File: config.mk
export PLATFORM = sky130hd
export DESIGN_NAME = djs130_vram_arb
export DESIGN_NICKNAME = d
export VERILOG_FILES = /design/src/rtl/djs130_vram_arb.sv
export SDC_FILE = /design/constraint.sdc
export NUM_CORES = 1
export LEC_CHECK = 0
export ABC_AREA = 1
export CORE_AREA = 4 4 83 85
export CTS_BUF_LIST = sky130_fd_sc_hd__clkbuf_8 sky130_fd_sc_hd__clkbuf_16
export DETAILED_ROUTE_END_ITERATION = 12
export DIE_AREA = 0 0 87 89
export GPL_TIMING_DRIVEN = 0
export HOLD_SLACK_MARGIN = 0.12
export PLACE_DENSITY = 0.9
export SLEW_MARGIN = 15
export SYNTH_ARGS = -nofsm -noshare
export SYNTH_HDL_FRONTEND = slang
export SYNTH_SLANG_ARGS = --single-unit
File: constraint.sdc
create_clock -name i_vram_clk -period 2.6 [get_ports i_vram_clk]
set_clock_uncertainty 0.15 [all_clocks]
set_input_delay 0.52 -clock i_vram_clk [delete_from_list [all_inputs] [get_ports i_vram_clk]]
set_output_delay 0.52 -clock i_vram_clk [all_outputs]
set_load 0.03 [all_outputs]
File: src/rtl/djs130_vram_arb.sv
// DJS130 character VRAM write-port arbiter: round-robin between two display
// clients and a row-clear engine, each grant being a fixed write burst plus ack.
module djs130_vram_arb #(
    parameter int unsigned WR_CYCLES = 3,
    parameter logic [6:0]  CLR_COLS  = 7'd80,
    parameter logic [7:0]  CLR_CHAR  = 8'd32,
    parameter logic [7:0]  CLR_COLOR = 8'hff
) (
    input  logic        i_vram_clk,
    input  logic        i_vram_rst_n,
    input  logic        i_c0_req,
    input  logic [11:0] i_c0_addr,
    input  logic [15:0] i_c0_data,
    output logic        o_c0_ack,
    input  logic        i_c1_req,
    input  logic [11:0] i_c1_addr,
    input  logic [15:0] i_c1_data,
    output logic        o_c1_ack,
    input  logic        i_clr_start,
    input  logic [4:0]  i_clr_row,
    output logic        o_clr_busy,
    output logic        o_clr_done,
    output logic        o_vram_we,
    output logic        o_vram_ce,
    output logic [11:0] o_vram_addr,
    output logic [15:0] o_vram_data,
    output logic [1:0]  o_grant
);

    typedef enum logic [1:0] {ST_IDLE, ST_WRITE, ST_ACK} state_t;

    localparam logic [1:0] G_C0  = 2'd0;
    localparam logic [1:0] G_C1  = 2'd1;
    localparam logic [1:0] G_CLR = 2'd2;
    localparam logic [3:0] WR_LOAD  = WR_CYCLES[3:0];
    localparam logic [6:0] LAST_COL = CLR_COLS - 7'd1;

    state_t      state;
    logic [1:0]  last_grant;
    logic [3:0]  wr_cnt;
    logic [6:0]  clr_col;
    logic [4:0]  clr_row;
    logic [2:0]  req;
    logic [1:0]  winner;
    logic [11:0] win_addr;
    logic [15:0] win_data;

    // The clear engine requests for as long as it is busy.
    assign req = {o_clr_busy, i_c1_req, i_c0_req};

    // Round-robin: search upward with wrap, starting after the last owner.
    always_comb begin
        // NOTE: every combinational output gets a default first so no path can infer a latch.
        winner = G_C0;
        case (last_grant)
            G_C0: begin
                if (req[1])      winner = G_C1;
                else if (req[2]) winner = G_CLR;
                else             winner = G_C0;
            end
            G_C1: begin
                if (req[2])      winner = G_CLR;
                else if (req[0]) winner = G_C0;
                else             winner = G_C1;
            end
            default: begin
                if (req[0])      winner = G_C0;
                else if (req[1]) winner = G_C1;
                else             winner = G_CLR;
            end
        endcase
    end

    always_comb begin
        win_addr = i_c0_addr;
        win_data = i_c0_data;
        case (winner)
            G_C1: begin
                win_addr = i_c1_addr;
                win_data = i_c1_data;
            end
            G_CLR: begin
                win_addr = {clr_col, clr_row};
                win_data = {CLR_COLOR, CLR_CHAR};
            end
            default: ;
        endcase
    end

    // NOTE: sequential state uses non-blocking assignments so every register samples pre-edge values.
    always_ff @(posedge i_vram_clk) begin
        if (!i_vram_rst_n) begin
            state       <= ST_IDLE;
            last_grant  <= G_CLR;
            wr_cnt      <= '0;
            clr_col     <= '0;
            clr_row     <= '0;
            o_c0_ack    <= 1'b0;
            o_c1_ack    <= 1'b0;
            o_clr_busy  <= 1'b0;
            o_clr_done  <= 1'b0;
            o_vram_we   <= 1'b0;
            o_vram_ce   <= 1'b0;
            o_vram_addr <= '0;
            o_vram_data <= '0;
            o_grant     <= G_C0;
        end else begin
            o_c0_ack   <= 1'b0;
            o_c1_ack   <= 1'b0;
            o_clr_done <= 1'b0;

            // A start while busy is dropped; a busy engine never sits in ACK of its own start.
            if (i_clr_start && !o_clr_busy) begin
                clr_row    <= i_clr_row;
                clr_col    <= '0;
                o_clr_busy <= 1'b1;
            end

            case (state)
                ST_IDLE: begin
                    if (|req) begin
                        o_vram_addr <= win_addr;
                        o_vram_data <= win_data;
                        o_grant     <= winner;
                        last_grant  <= winner;
                        wr_cnt      <= WR_LOAD;
                        o_vram_we   <= 1'b1;
                        o_vram_ce   <= 1'b1;
                        state       <= ST_WRITE;
                    end
                end
                ST_WRITE: begin
                    if (wr_cnt == 4'd1) begin
                        o_vram_we <= 1'b0;
                        o_vram_ce <= 1'b0;
                        o_c0_ack  <= (o_grant == G_C0);
                        o_c1_ack  <= (o_grant == G_C1);
                        state     <= ST_ACK;
                    end else begin
                        wr_cnt <= wr_cnt - 4'd1;
                    end
                end
                ST_ACK: begin
                    state <= ST_IDLE;
                    if (o_grant == G_CLR) begin
                        if (clr_col == LAST_COL) begin
                            o_clr_busy <= 1'b0;
                            o_clr_done <= 1'b1;
                        end else begin
                            clr_col <= clr_col + 7'd1;
                        end
                    end
                end
                default: state <= ST_IDLE;
            endcase
        end
    end

endmodule

==> changes_impl.md, run 1 <==
### Physical design

- FF+latch area: 0.00108 sq mm
- Top power group: combinational logic
- Post-Syn Area: 0.00268 sq mm
- P_int: 1.60 mW
- Largest vdd supply drop: 0.529 mV
- Cell area leaders: dfxtp_1 (40%), nand2_1 (12%), a21oi_1 (9.0%)
- CTS tree: built
- Part of the cycle the worst path needs: 94.5%
- Worst-Margin Slew: 469 ps
- First-pass GRT wire length: 12.7 mm
- Vias in the first global route: 2773
- Post-CTS Hold Fix Bufs: 0
- Largest net degree at the start of global routing: 16
- Hold Path Cell Cnt: 2
- Crit path launch type: input pin
- Post-CTS Resized: 0
- Post-CTS setup buffer count: 0
- Htree depth: 2
- Yosys chip area: 0.00268 sq mm
- CP Class: in2reg
- Worst Reg-to-Reg Cells: 11
- Wire per inst: 14.5 um
- Die width: 87 um
- Inserted Diodes: 0
- Signal buffers: 121
- Post-Syn Nets: 450
- Drt drc: 0
- CP arrival: 2500 ps
- NetSw: 962 uW
- Synth Seq Share: 40.4%
- R2r endpoint: o_vram_addr[9]
- Hold Crit Start: clr_row[3]
- Status: complete, no violations
- Signal buffers share of area: 29.9%
- Yosys cell types: 30
- Chip area: 0.00774 sq mm
- Logic area: 0.00136 sq mm
- Final net count: 560
- Area grow syn2layout: 45.4%
- AND-OR/OR-AND Cells, Area Fraction: 17.6%
run 1: layout by cell type, fill, tap and decap left out, types with 2 or more instances in the layout:
cell type,count
nand3_1,19
inv_1,19
nand3_2,4
nor3_1,2
buf_4,7
nor2_2,5
nand2_1,89
dfxtp_1,54
a21oi_1,48
nand2_2,3
buf_2,4
inv_2,5
o21ai_1,21
nand4_1,2
clkdlybuf4s50_1,101
nor2_1,55
nor2_4,3
ha_1,5
o21ai_0,17
clkbuf_1,3
buf_6,6
a21oi_2,2
clkbuf_8,6
run 1: stage by stage:
| stage | std cells | hold slack [ps] | setup TNS, ps | setup slack [ps] | cell area, sq um |
|---|---|---|---|---|---|
| floorplan | 379 | 275 | 0 | 574 | 2680 |
| global placement | 557 | 294 | -2520 | -167 | 3780 |
| detailed placement | 557 | 301 | -5030 | -285 | 3780 |
| CTS | 565 | 315 | 0 | 13.2 | 3870 |
| global route | 567 | 341 | 0 | 3.38 | 3890 |
| finish | 567 | 312 | 0 | 144 | 3890 |
run 1: state kept, by name, indices dropped and copies added, names as in the netlist, 2 cells and up:
signal and cells:
state 2, clr_col 7, o_vram_data 16, o_vram_addr 12, clr_row 5, wr_cnt 4
o_grant 2
run 1: worst max path at each step:
stage / slack, ps / end / depth (start not counted)
after floorplan: 570 / o_vram_data[0] / 10
after global placement: -170 / o_vram_data[1] / 11
after detailed placement: -280 / o_vram_data[1] / 11
after CTS: 10 / o_vram_data[1] / 11
after global routing: 3 / o_vram_addr[9] / 11
final: 140 / o_vram_data[9] / 11
run 1: per-layer routing:
metal | up-vias | part of all wire (%)
met5 | - | 0
met4 | 0 | 1.9
met3 | 15 | 8.3
met2 | 144 | 49
met1 | 1342 | 41
li1 | 1450 | -
Fig. 1: run 1, placed cells, one color a class
Bar = 20 um.
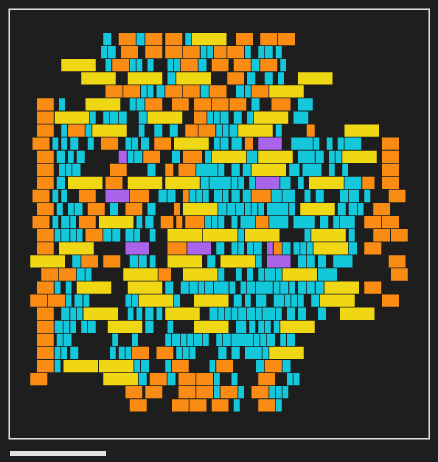
Key: sequential cells = yellow [cells 54]; remaining buffers and delay cells = orange [cells 121]; remaining logic cells = cyan [cells 307]; clock drivers and dummy loads = purple [cells 8]
core area: 0.00620 sq mm
final instance area: 0.00389 sq mm
Std-Cell Rows: 29

Fig. 2: run 1, routing congestion
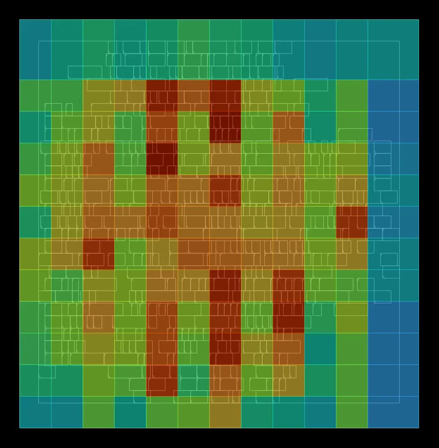
met1 Use GR: 25.6%
gr usage total: 20.7%

Fig. 3: run 1, wiring by layer
Bar = 20 um. Only two layers are drawn.
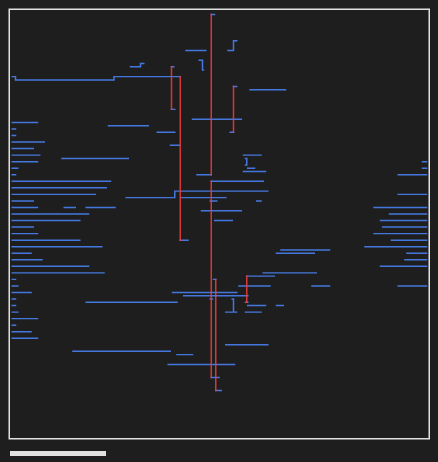
Key: M3 = blue [wire length 685 um]; M4 = red [wire length 155 um]

Fig. 4: run 1, selected gate families
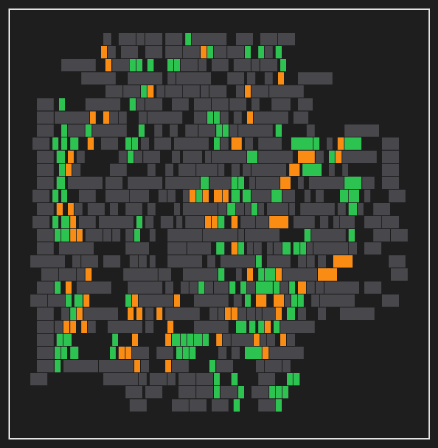
Key: nor cells = orange [cells 66, most used nor2_1]; nand cells = green [cells 119, most used nand2_1]
most frequent logic cell in the layout: clkdlybuf4s50_1
multi-input combinational area share: 34.9%

## Run 2: what changed since run 1
--- a/config.mk
+++ b/config.mk
@@ -11,7 +11,7 @@
 export DETAILED_ROUTE_END_ITERATION = 12
 export DIE_AREA = 0 0 87 89
 export GPL_TIMING_DRIVEN = 0
-export HOLD_SLACK_MARGIN = 0.12
+export HOLD_SLACK_MARGIN = 0.15
 export PLACE_DENSITY = 0.9
 export SLEW_MARGIN = 15
 export SYNTH_ARGS = -nofsm -noshare
Fig. 5: run 2, placed cells, one color a class
Bar = 20 um.
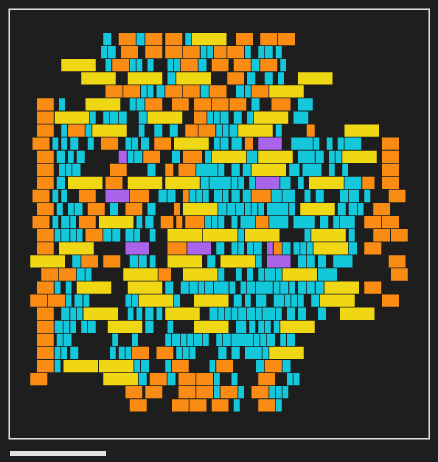
Key: remaining logic cells = cyan [cells 307]; clock drivers and dummy loads = purple [cells 8]; sequential cells = yellow [cells 54]; remaining buffers and delay cells = orange [cells 121]
final core occ: 62.7%
Seq area share: 27.8%

Fig. 6: run 2, selected gate families
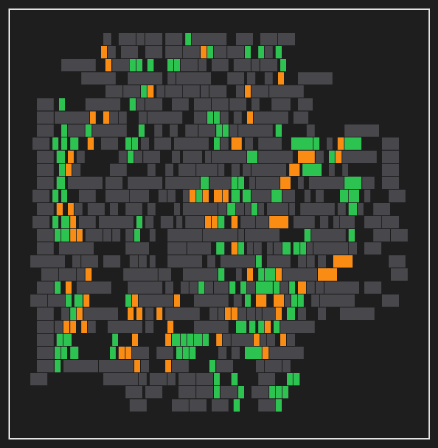
Key: nand cells = green [cells 119, most used nand2_1]; nor cells = orange [cells 66, most used nor2_1]

==> run 2 against run 1 <==
Count of clock-buffer cells in the layout did not move; critical path depth did not move; critical path type unchanged; largest power group unchanged; flip-flop count did not move; routed wire length did not move; critical endpoint unchanged.
==> changes_impl.md, run 2 <==
### Physical design

- Setup_tns: 0 ps (unchanged)
- Logic area: 0.00136 sq mm (unchanged)
- Layout Cells excl Fill: 567 (unchanged)
- Part of the cycle the worst path needs: 94.5% (unchanged)
- Status: complete, no violations
- Pre-CTS WS: -285 ps (unchanged)
- Largest net degree at the start of global routing: 16 (unchanged)
- Crit path launch type: input pin
- Synth Seq Share: 40.4% (unchanged)
- Final instance area: 0.00389 sq mm (unchanged)
- Critical Path Stages: 11 (unchanged)
- Reg with most FFs: o_vram_data
- Setup ws final: 144 ps (unchanged)
- Core area: 0.00620 sq mm (unchanged)
- Drt drc: 0 (unchanged)
- Vias in the first global route: 2773 (unchanged)
- Post-Syn Nets: 450 (unchanged)
- NetSw: 962 uW (unchanged)
- Inserted Diodes: 0 (unchanged)
- Htree depth: 2 (unchanged)
- CP Class: in2reg
- Most frequent cells in the layout: clkdlybuf4s50_1 (101), nand2_1 (89), nor2_1 (55)
- CP arrival: 2500 ps (about the same)
- Final net count: 560 (unchanged)
- Max reg flops: 16 (unchanged)
- Area grow syn2layout: 45.4% (unchanged)
- Worst hold slack: 312 ps (unchanged)
- P_int: 1.60 mW (unchanged)
Fig. 7: run 2, where the registers sit
Bar = 20 um. Other sequential cells in the stronger gray, the rest of the logic in the fainter gray.
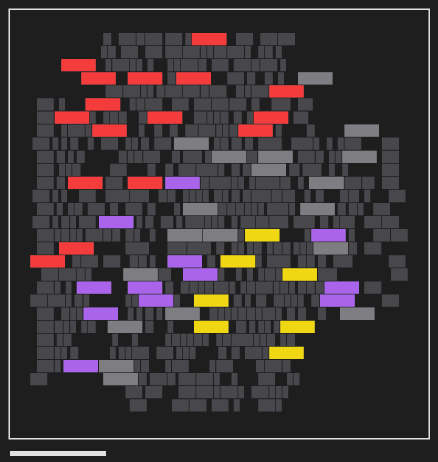
Key: o_vram_addr = purple [placed flops 12]; clr_col = yellow [placed flops 7]; o_vram_data = red [placed flops 16]
Seq power: 1.00 mW
FF+latch area: 0.00108 sq mm

## run 2: repair_timing
item	4_1_cts	5_1_grt
hold buffers	0	0
setup buffers	0	2
endpoints found under the setup margin	0	16
gates resized	0	0
## run 2: area by class of cell
type / instances / area share (%)
multi-input cells: 282 / 34.9
flip-flops and latches: 54 / 27.8
repair buffers: 103 / 26.4
plain buffers: 18 / 3.51
inverters: 25 / 2.54
well taps: 77 / 2.48
clock buffers: 6 / 2.12
clock inverters: 2 / 0.225
## run 2: final timing paths
path         startpoint        endpoint  slack [ps]
min          clr_row[3]      clr_row[3]         310
max reg2reg  o_grant[0]  o_vram_addr[9]         420
max            i_c1_req  o_vram_data[9]         140
min reg2reg  clr_row[3]      clr_row[3]         310
## run 2: power by group through the flow
| stage | logic [mW] | registers, mW | clock network (mW) |
|---|---|---|---|
| after floorplan | 0.498 | 1.16 | 0 |
| after global placement | 1.04 | 1.01 | 0 |
| after detailed placement | 1.06 | 1.02 | 0 |
| after CTS | 1.07 | 0.999 | 0.483 |
| after global routing | 1.16 | 1.01 | 0.523 |
| final | 1.08 | 1.00 | 0.482 |
## run 2: metal layers
layer | part of all wire (%) | global-route usage, %
met5 | 0 | 0
met2 | 49 | 34.6
met3 | 8.3 | 6.27
met1 | 41 | 25.6
met4 | 1.9 | 6.37
## run 2: logic make-up (layout without fill, tap and decap cells)
family / after synthesis / after routing / share of synthesized area (%)
AOI/OAI and AO/OA: 91 / 91 / 17.6
buffers and inverters: 43 / 154 / 8.79
and+or+nand+nor: 185 / 185 / 30.5
xor gates and xnor gates: 1 / 1 / 0.327
DFF: 54 / 54 / 40.4
adders and majority gates: 5 / 5 / 2.34
Fig. 8: run 2, routing congestion
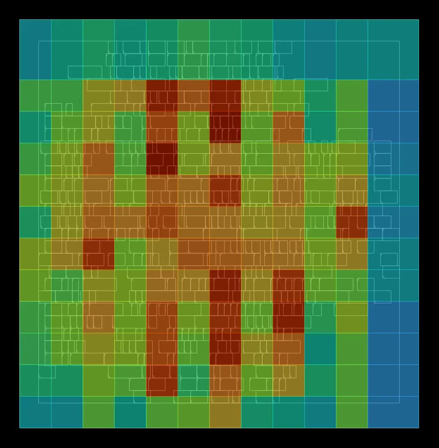

## Run 3: what changed since run 2
--- a/config.mk
+++ b/config.mk
@@ -5,14 +5,14 @@
 export SDC_FILE = /design/constraint.sdc
 export NUM_CORES = 1
 export LEC_CHECK = 0
-export ABC_AREA = 1
-export CORE_AREA = 4 4 83 85
+export CORE_AREA = 4 4 84 86
 export CTS_BUF_LIST = sky130_fd_sc_hd__clkbuf_8 sky130_fd_sc_hd__clkbuf_16
+export CTS_CLUSTER_SIZE = 12
 export DETAILED_ROUTE_END_ITERATION = 12
-export DIE_AREA = 0 0 87 89
+export DIE_AREA = 0 0 88 90
 export GPL_TIMING_DRIVEN = 0
 export HOLD_SLACK_MARGIN = 0.15
-export PLACE_DENSITY = 0.9
+export PLACE_DENSITY = 0.89
 export SLEW_MARGIN = 15
 export SYNTH_ARGS = -nofsm -noshare
 export SYNTH_HDL_FRONTEND = slang
Fig. 9: run 3, routing congestion
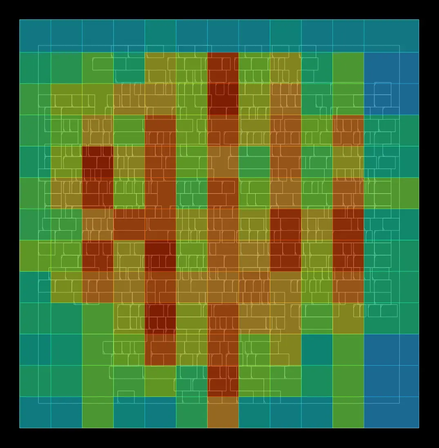
met1 Use GR: 24.3%
met3 usage: 4.02%
final core occ: 63.0%
wire per inst: 15.1 um
met2 Use GR: 35.4%

Fig. 10: run 3, selected gate families
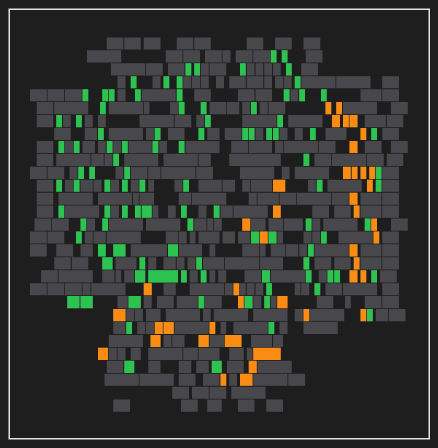
Key: nor cells = orange [cells 42, most used nor2_1]; nand cells = green [cells 101, most used nand2_1]

==> run 3 against run 2 <==
Count of clock-buffer cells in the layout is 1 lower; clock power is 18% higher; die size is 2.3% higher; critical path type unchanged; largest cell class unchanged.
==> changes_impl.md, run 3 <==
### Physical design

- Status: complete, no violations
- Top power group: sequential cells
- Post-CTS setup buffer count: 0 (unchanged)
- CP arrival: 2530 ps (+30 ps)
- Clock group: 570 uW (+18%)
- P_int: 1.60 mW (+0.29%)
- Logic area: 0.00146 sq mm (+7.6%)
- Comb pwr: 921 uW (-10%)
- GRT Max-Usage Layer: met2
- Htree depth: 2 (unchanged)
- Part of the cycle the worst path needs: 96.5% (+2.0 points)
- NetSw: 860 uW (-11%)
- FF+latch area: 0.00108 sq mm (unchanged)
- Reg with most FFs: o_vram_data
- CP Class: in2reg
- Largest net degree at the start of global routing: 18 (+2)
- Layout Cells excl Fill: 538 (-5.1%)
- Post-Syn Nets: 423 (-6.0%)
- Drt drc: 0 (unchanged)
- Max reg flops: 16 (unchanged)
- Area grow syn2layout: 46.7%
Fig. 11: run 3, wiring by layer
Bar = 20 um. Only two layers are drawn.
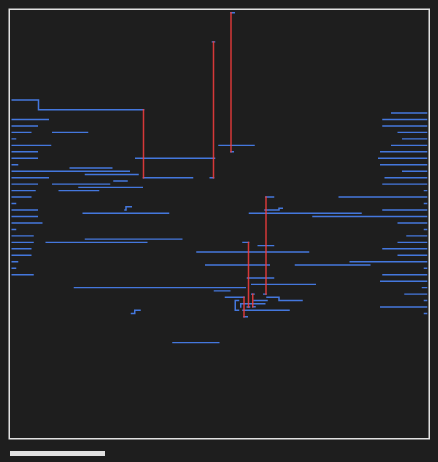
Key: M4 = red [wire length 113 um]; M3 = blue [wire length 738 um]

## run 3: cell families (layout without fill, tap and decap cells)
family | after synthesis | count (layout) | synth area share, %
buf+inv | 36 | 145 | 6.08
simple gates | 150 | 150 | 26.0
compound gates | 104 | 104 | 24.5
flops | 54 | 54 | 40.1
fa+ha+maj | 5 | 5 | 2.32
mux | 1 | 1 | 0.371
xor+xnor | 2 | 2 | 0.650
## run 3: through the flow
step,TNS (ps),hold WS (ps),area (sq um),worst slack (ps)
after floorplan,0,286,2700,119
after global placement,-14620,292,3800,-639
after detailed placement,-16260,296,3800,-698
after CTS,0,310,3940,32.3
after global routing,-29.4,333,3950,-29.4
final,0,309,3950,91.1
## run 3: worst reg2reg max path, cell delays in order, from the launching register on
cell and delay (ps):
dfxtp_1 430, or3b_1 370, a21oi_1 190, a31oi_2 80, inv_1 80, ha_1 150, buf_4 170, buf_4 200
a22oi_1 100, o21ai_0 190, nand2_1 80, a21oi_1 130
## run 3: worst paths after layout
check | start | to | slack [ps] | cells past startpoint
max | i_c1_req | o_vram_addr[9] | 90 | 12
min | o_vram_addr[4] | o_vram_addr[4] | 310 | 2
max reg2reg | o_grant[0] | o_vram_addr[8] | 210 | 11
min reg2reg | o_vram_addr[4] | o_vram_addr[4] | 310 | 2
## run 3: final cells by class
class	instances	area share (%)
inverter	7	0.665
tap	77	2.44
buffer	29	4.21
timing repair buffer	101	25.5
clock inverter	3	1.11
multi-input combinational	262	37.0
sequential	54	27.3
clock buffer	5	1.74
## run 3: repair_timing
item,CTS,global route
gates cloned,0,0
hold buffers,0,0
resized,17,6
setup endpoints to repair,27,20
## run 3: layer usage
metal,routed length [um],vias up
met4,112,0
li1,-,1424
met2,4110,135
met1,3150,1341
met3,737,14
met5,0,-
Power is estimated from default activity; no workload was simulated.
